===== config.mk =====
export PLATFORM = sky130hd
export DESIGN_NAME = regfile_arbiter
export DESIGN_NICKNAME = d
export VERILOG_FILES = /design/src/rtl/regfile_arbiter.sv
export SDC_FILE = /design/constraint.sdc
export NUM_CORES = 1
export LEC_CHECK = 0
export ABC_CLOCK_PERIOD_IN_PS = 5400
export CAP_MARGIN = 20
export CORE_UTILIZATION = 41
export DETAILED_ROUTE_END_ITERATION = 8
export PLACE_DENSITY = 0.93
export SYNTH_ARGS = -nofsm -noshare
export SYNTH_HDL_FRONTEND = slang
export SYNTH_SLANG_ARGS = --single-unit

===== constraint.sdc =====
create_clock -name clk -period 5.4 [get_ports clk]
set_input_delay 1.62 -clock clk [delete_from_list [all_inputs] [get_ports clk]]
set_output_delay 1.62 -clock clk [all_outputs]
set_load 0.005 [all_outputs]

===== src/rtl/regfile_arbiter.sv =====
// regfile_arbiter: two-requester arbiter serialising accesses onto one register file port
// Ports: clk, rst (async, active-high); req_/we_/addr_/wdata_{a,b} requests in;
//        gnt_{a,b}, rdata_{a,b}, rvalid_{a,b} responses out; mem_addr, mem_wr_en, mem_rd_en,
//        mem_wdata to the file, mem_rd_data from it (1-cycle read latency); busy when not IDLE.
// Define REGFILE_ARB_FIXED_PRIO_EN to make A always win ties (no round-robin pointer).
module regfile_arbiter #(
    parameter int ADDR_WIDTH = 10,
    parameter int DATA_WIDTH = 32
) (
    input  logic                  clk,
    input  logic                  rst,
    input  logic                  req_a,
    input  logic                  req_b,
    input  logic                  we_a,
    input  logic                  we_b,
    input  logic [ADDR_WIDTH-1:0] addr_a,
    input  logic [ADDR_WIDTH-1:0] addr_b,
    input  logic [DATA_WIDTH-1:0] wdata_a,
    input  logic [DATA_WIDTH-1:0] wdata_b,
    output logic                  gnt_a,
    output logic                  gnt_b,
    output logic [DATA_WIDTH-1:0] rdata_a,
    output logic [DATA_WIDTH-1:0] rdata_b,
    output logic                  rvalid_a,
    output logic                  rvalid_b,
    output logic [ADDR_WIDTH-1:0] mem_addr,
    output logic                  mem_wr_en,
    output logic                  mem_rd_en,
    output logic [DATA_WIDTH-1:0] mem_wdata,
    input  logic [DATA_WIDTH-1:0] mem_rd_data,
    output logic                  busy
);
    typedef enum logic [1:0] {IDLE, CMD, RESP} state_t;
    state_t state, state_next;
    logic we, win, pick;
`ifdef REGFILE_ARB_FIXED_PRIO_EN
    assign pick = !req_a;
`else
    logic last;
    // pick = 1 selects B; on a tie the requester not granted last wins
    assign pick = (req_a && req_b) ? !last : !req_a;
    always_ff @(posedge clk or posedge rst)
        if (rst) last <= 1'b1;
        else if (state == CMD) last <= win;
`endif
    assign busy = state != IDLE;
    always_comb begin
        state_next = state;
        mem_wr_en  = 1'b0;
        mem_rd_en  = 1'b0;
        gnt_a      = 1'b0;
        gnt_b      = 1'b0;
        case (state)
            IDLE: state_next = (req_a || req_b) ? CMD : IDLE;
            CMD: begin
                mem_wr_en  = we;
                mem_rd_en  = !we;
                gnt_a      = !win;
                gnt_b      = win;
                state_next = we ? IDLE : RESP;
            end
            default: state_next = IDLE;
        endcase
    end
    // rvalid is registered with rdata so it lands 2 cycles after CMD begins
    always_ff @(posedge clk or posedge rst)
        if (rst) begin
            state     <= IDLE;
            we        <= 1'b0;
            win       <= 1'b0;
            mem_addr  <= '0;
            mem_wdata <= '0;
            rdata_a   <= '0;
            rdata_b   <= '0;
            rvalid_a  <= 1'b0;
            rvalid_b  <= 1'b0;
        end else begin
            state    <= state_next;
            rvalid_a <= state == RESP && !win;
            rvalid_b <= state == RESP && win;
            if (state == IDLE && (req_a || req_b)) begin
                win       <= pick;
                we        <= pick ? we_b : we_a;
                mem_addr  <= pick ? addr_b : addr_a;
                mem_wdata <= pick ? wdata_b : wdata_a;
            end
            if (state == RESP && !win) rdata_a <= mem_rd_data;
            if (state == RESP && win) rdata_b <= mem_rd_data;
        end
endmodule


==> impl_metrics.yaml, run 1 <==
# implementation run metrics
pwr:
  seq_power_share_pct: 33.5
  p_leak_nw: 3.16
  ir_worst_vdd_mv: 0.368
  p_comb_mw: 1.88
logic_synthesis:
  synth.most_common_cell: "dfrtp_1"
  synth_chip_area_um2: 4780
  edf_count: 0
  synth.distinct_cells: 20
  netlist_instances: 407
grt:
  grt_pass1_wl_mm: 21.8
  met3_usage_pct: 7.41
  grt_pass1_vias: 4385
  grt_max_degree: 66
  grtUsageMet1_pct: 27.5
  top_usage_layer: "met2"
  grt_usage_pct: 24.1
routing:
  met3WireLength_mm: 1.26
  first_iter_violations: 268
  wl_met1_mm: 5.54
  vias: 4290
  drc: 0
setup_path:
  max_stage_delay_ns: 0.54
  setup.worst_path.end: "gnt_b"
  crit_type: "reg2out"
  cp.depth: 3
  cp_top_family: "buffers and inverters"
final_layout:
  drive_gt1_share_pct: 17.3
  antenna_cells: 0
  clockBufferCount: 17
  reg_top3: "mem_wdata: 32 flops, rdata_a: 32 flops, rdata_b: 32 flops"
  comb_share_pct: 22.3
  logic_area_um2: 1750
  logic_gate_count: 252
  layout_top_cell: "clkdlybuf4s50_1"
hold_path:
  hold_start: "rdata_a[2]"
placement:
  gp_congestion: 0.765
floorplanning:
  die_w_um: 110
final_timing:
  slew_violations: 0
  max-slew-margin-rel_pct: 48.7
  tightest_slew_ns: 0.769
job:
  openroad.warnings: 26
  drv_cap: 0
status:
  outcome: "finished clean"
clock_network:
  ctsHoldBuffers: 0
==> run 1: cell families (layout without fill, tap and decap cells) <==
| logic type | after synthesis | in the layout | share of synthesized area (%) |
|---|---|---|---|
| and+or+nand+nor | 57 | 57 | 6.28 |
| buffers and inverters | 42 | 281 | 4.42 |
| AOI/OAI and AO/OA | 131 | 131 | 15.0 |
| DFF | 113 | 113 | 59.2 |
| muxes | 64 | 64 | 15.1 |
==> run 1: through the flow <==
stage	hold slack, ns	total power [mW]	std cells	utilization [%]	setup WS (ns)
after floorplan	0.441	2.29	407	-	0.794
after global placement	0.485	3.33	756	63.3	1.68
after detailed placement	0.495	3.44	756	63.3	1.54
after CTS	0.508	4.64	788	68.9	1.98
after global routing	0.525	4.88	789	69.1	1.89
final	0.505	4.60	789	69.1	2.02
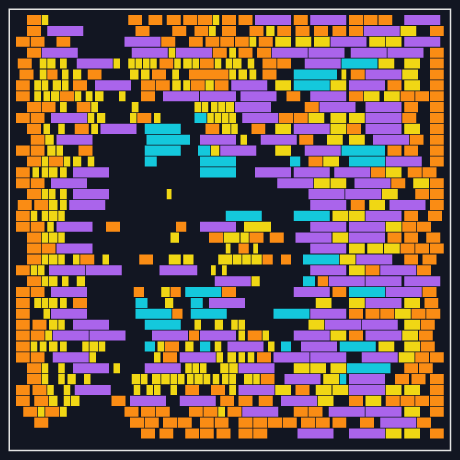
Fig. 1. Placed cells, one colour a class (run 1).
Scale: 4 px per µm.
legend:
  yellow:
    class: remaining logic cells
    cells: 256
    share_of_their_area: 23%
  orange:
    class: remaining buffers and delay cells
    cells: 245
    share_of_their_area: 32%
  purple:
    class: registers
    cells: 113
    share_of_their_area: 37%
  cyan:
    class: clock drivers and dummy loads
    cells: 32
    share_of_their_area: 8.2%
post-route cell area: 7860 µm²
num rows: 39
post-layout util: 69.1%
Seq/total area: 36.0%

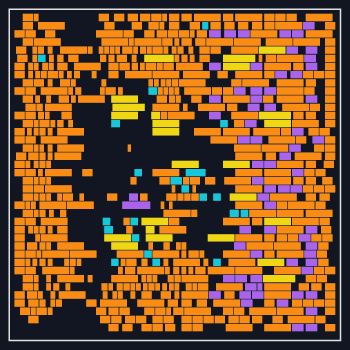
Fig. 2. Drive-strength map (run 1).
Scale: 3 px per µm.
legend:
  orange:
    size: x1 and smaller
    cells: 534
    share: 83%
    most_used: clkdlybuf4s50_1
  yellow:
    size: x6 and larger
    cells: 24
    share: 3.7%
    most_used: clkbuf_16
  cyan:
    size: x3 and x4
    cells: 21
    share: 3.3%
    most_used: buf_4
  purple:
    size: x2
    cells: 67
    share: 10%
    most_used: mux2_2
fin worst setup slack: 2.02 ns
area delta synth->final: 64.4%
Repair and plain buffers: 245

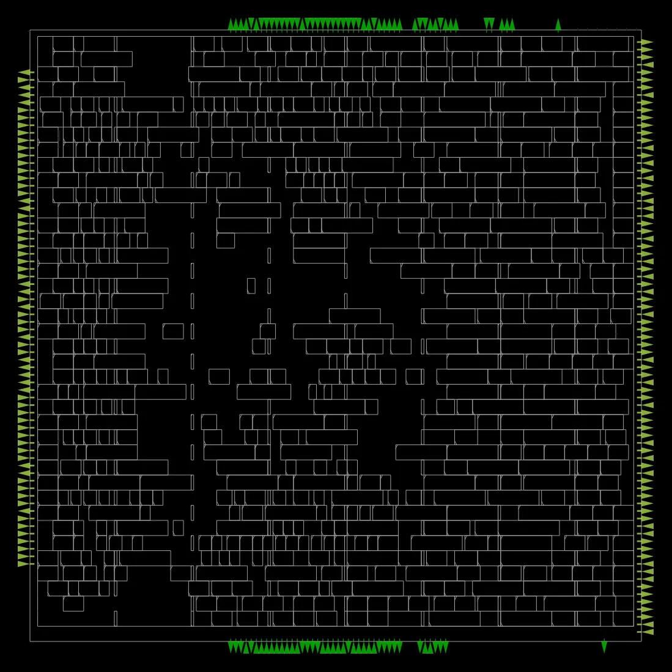
Fig. 3. Cell outlines without signal wires (run 1).
# Taps: 143
Finished Layout Cells: 789
Core ar.: 11,400 µm²
fill count: 796
flop count: 113

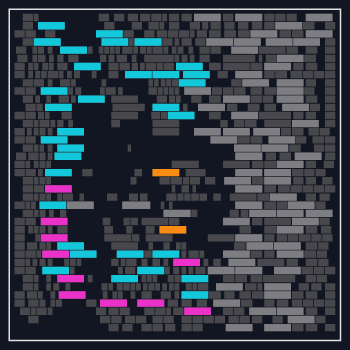
Fig. 4. Register map, names as in the netlist (run 1).
Scale: 3 px per µm. Other sequential cells in the stronger grey, the rest of the logic in the fainter grey.
legend:
  cyan:
    netlist_name: `mem_wdata`
    placed_flops: 32
  magenta:
    netlist_name: `mem_addr`
    placed_flops: 10
    where: south-west
  orange:
    netlist_name: `state`
    placed_flops: 2
not coloured: 69
Reg area: 2830 µm²
Seq. pwr: 1.54 mW

==> run 2: changes to the inputs <==
==> config.mk (replaced) <==
export PLATFORM = sky130hd
export DESIGN_NAME = regfile_arbiter
export DESIGN_NICKNAME = d
export VERILOG_FILES = /design/src/rtl/regfile_arbiter.sv
export SDC_FILE = /design/constraint.sdc
export NUM_CORES = 1
export LEC_CHECK = 0
export ABC_CLOCK_PERIOD_IN_PS = 2950
export CAP_MARGIN = 20
export CORE_UTILIZATION = 37
export DETAILED_ROUTE_END_ITERATION = 8
export PLACE_DENSITY = 0.89
export SYNTH_ARGS = -nofsm -noshare
export SYNTH_HDL_FRONTEND = slang
export SYNTH_SLANG_ARGS = --single-unit
==> constraint.sdc (replaced) <==
create_clock -name clk -period 2.95 [get_ports clk]
set_input_delay 0.885 -clock clk [delete_from_list [all_inputs] [get_ports clk]]
set_output_delay 0.885 -clock clk [all_outputs]
set_load 0.005 [all_outputs]
==> run 2 against run 1 <==
  * Sequential share of layout area about the same
  * Die size increased by 11%
  * First-iteration DRC count increased by 26%
  * Clock skew increased by 0.0014 ns
  * Clock-buffer cell count increased by 3
  * Synthesized area unchanged
  * Clock power increased by about 70%
  * Critical path type unchanged
  * Worst setup slack got worse by 1.7 ns
  * Critical path depth unchanged
  * Synthesized cell count unchanged
  * Core utilization decreased by 6.9 points
  * Critical endpoint unchanged
==> impl_metrics.yaml, run 2 <==
# implementation run metrics
final_layout:
  logic_gate_count: 252
  clockBufferCount: 20
  fill_cells: 1026
  finalNonFillerCells: 819
  layout_top_cell: "clkdlybuf4s50_1"
  final_area_um2: 7850
  comb_share_pct: 22.3
  reg_top3: "mem_wdata: 32 flops, rdata_a: 32 flops, rdata_b: 32 flops"
  antenna_cells: 0
  synthToLayoutAreaGrowth_pct: 64.3
  flops: 113
  logic_area_um2: 1750
  drive_gt1_share_pct: 17.3
  final_util_pct: 62.2
logic_synthesis:
  synth.distinct_cells: 20
  edf_count: 0
  synth_chip_area_um2: 4780
setup_path:
  setup.worst_path.end: "gnt_b"
  max_stage_delay_ns: 0.56
grt:
  grt_pass1_vias: 4429
  grt_pass1_wl_mm: 21.9
  grt_max_degree: 65
  grt_usage_pct: 21.6
final_timing:
  timing.hold.ws_ns: 0.502
  setup_slack_ns: 0.299
  slew_violations: 0
  tightest_slew_ns: 0.799
clock_network:
  ctsHoldBuffers: 0
pwr:
  ir_worst_vdd_mv: 0.549
  seq_power_share_pct: 34.2
  p_leak_nw: 3.14
placement:
  pre_cts_slack_ns: 0.533
  dp_cells: 787
hold_path:
  hold_start: "rdata_b[1]"
job:
  openroad.warnings: 26
  drv_cap: 0
floorplanning:
  die_w_um: 116
  core_um2: 12600
routing:
  drc: 0
  first_iter_violations: 339
status:
  outcome: "finished clean"
[run 2: layer usage]
layer,GRT usage (%),up-vias,part of all wire (%)
met3,6.54,25,7.5
met1,23.7,2069,39
met5,0,-,0
met4,9.91,0,1.9
li1,-,1944,-
met2,38.6,215,52
[run 2: cell families after synthesis]
family	synth area share [%]
flip-flops	59.2
AND/OR/NAND/NOR	6.28
buffers and inverters	4.42
AND-OR/OR-AND	15.0
multiplexers	15.1
[run 2: power groups by stage]
stage | Combinational, mW | Sequential, mW | Clock (mW)
6_report | 3.44 | 2.83 | 2.01
5_1_grt | 3.74 | 2.91 | 2.12
4_1_cts | 3.47 | 2.83 | 2.04
3_5_place_dp | 3.46 | 2.84 | 0
3_3_place_gp | 3.34 | 2.80 | 0
2_1_floorplan | 1.38 | 2.80 | 0
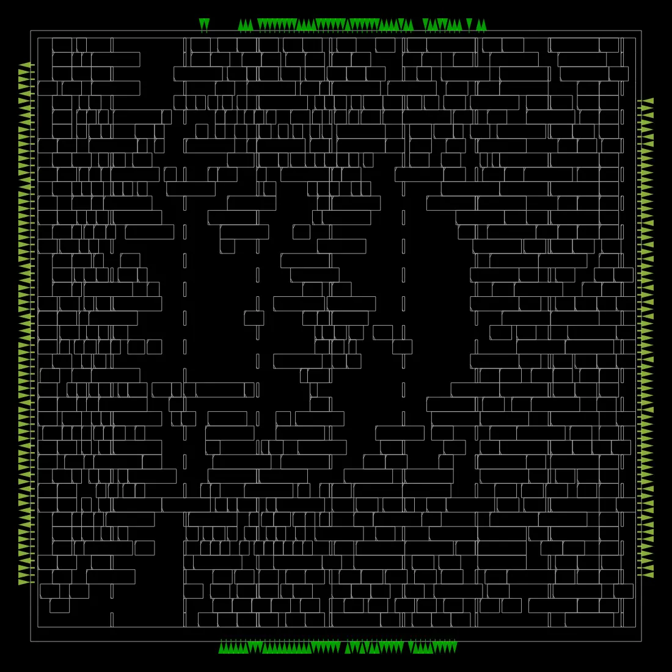
Fig. 5. Cell outlines without signal wires (run 2).
# Taps: 172
Seq/total area: 36.0%

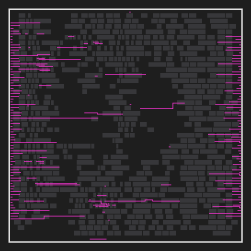
Fig. 6. Met3 routing (run 2).
Scale: 2 px per µm.
share of all routed wire: 7.5%
main direction: horizontal
longest straight run: 43.5 µm
nets with wire on the layer: 167
routed via count: 4,253
final WL: 14.2 mm
global routing usage on met3: 6.54%

Power figures rest on the tool's default switching activity, not on a simulated workload.
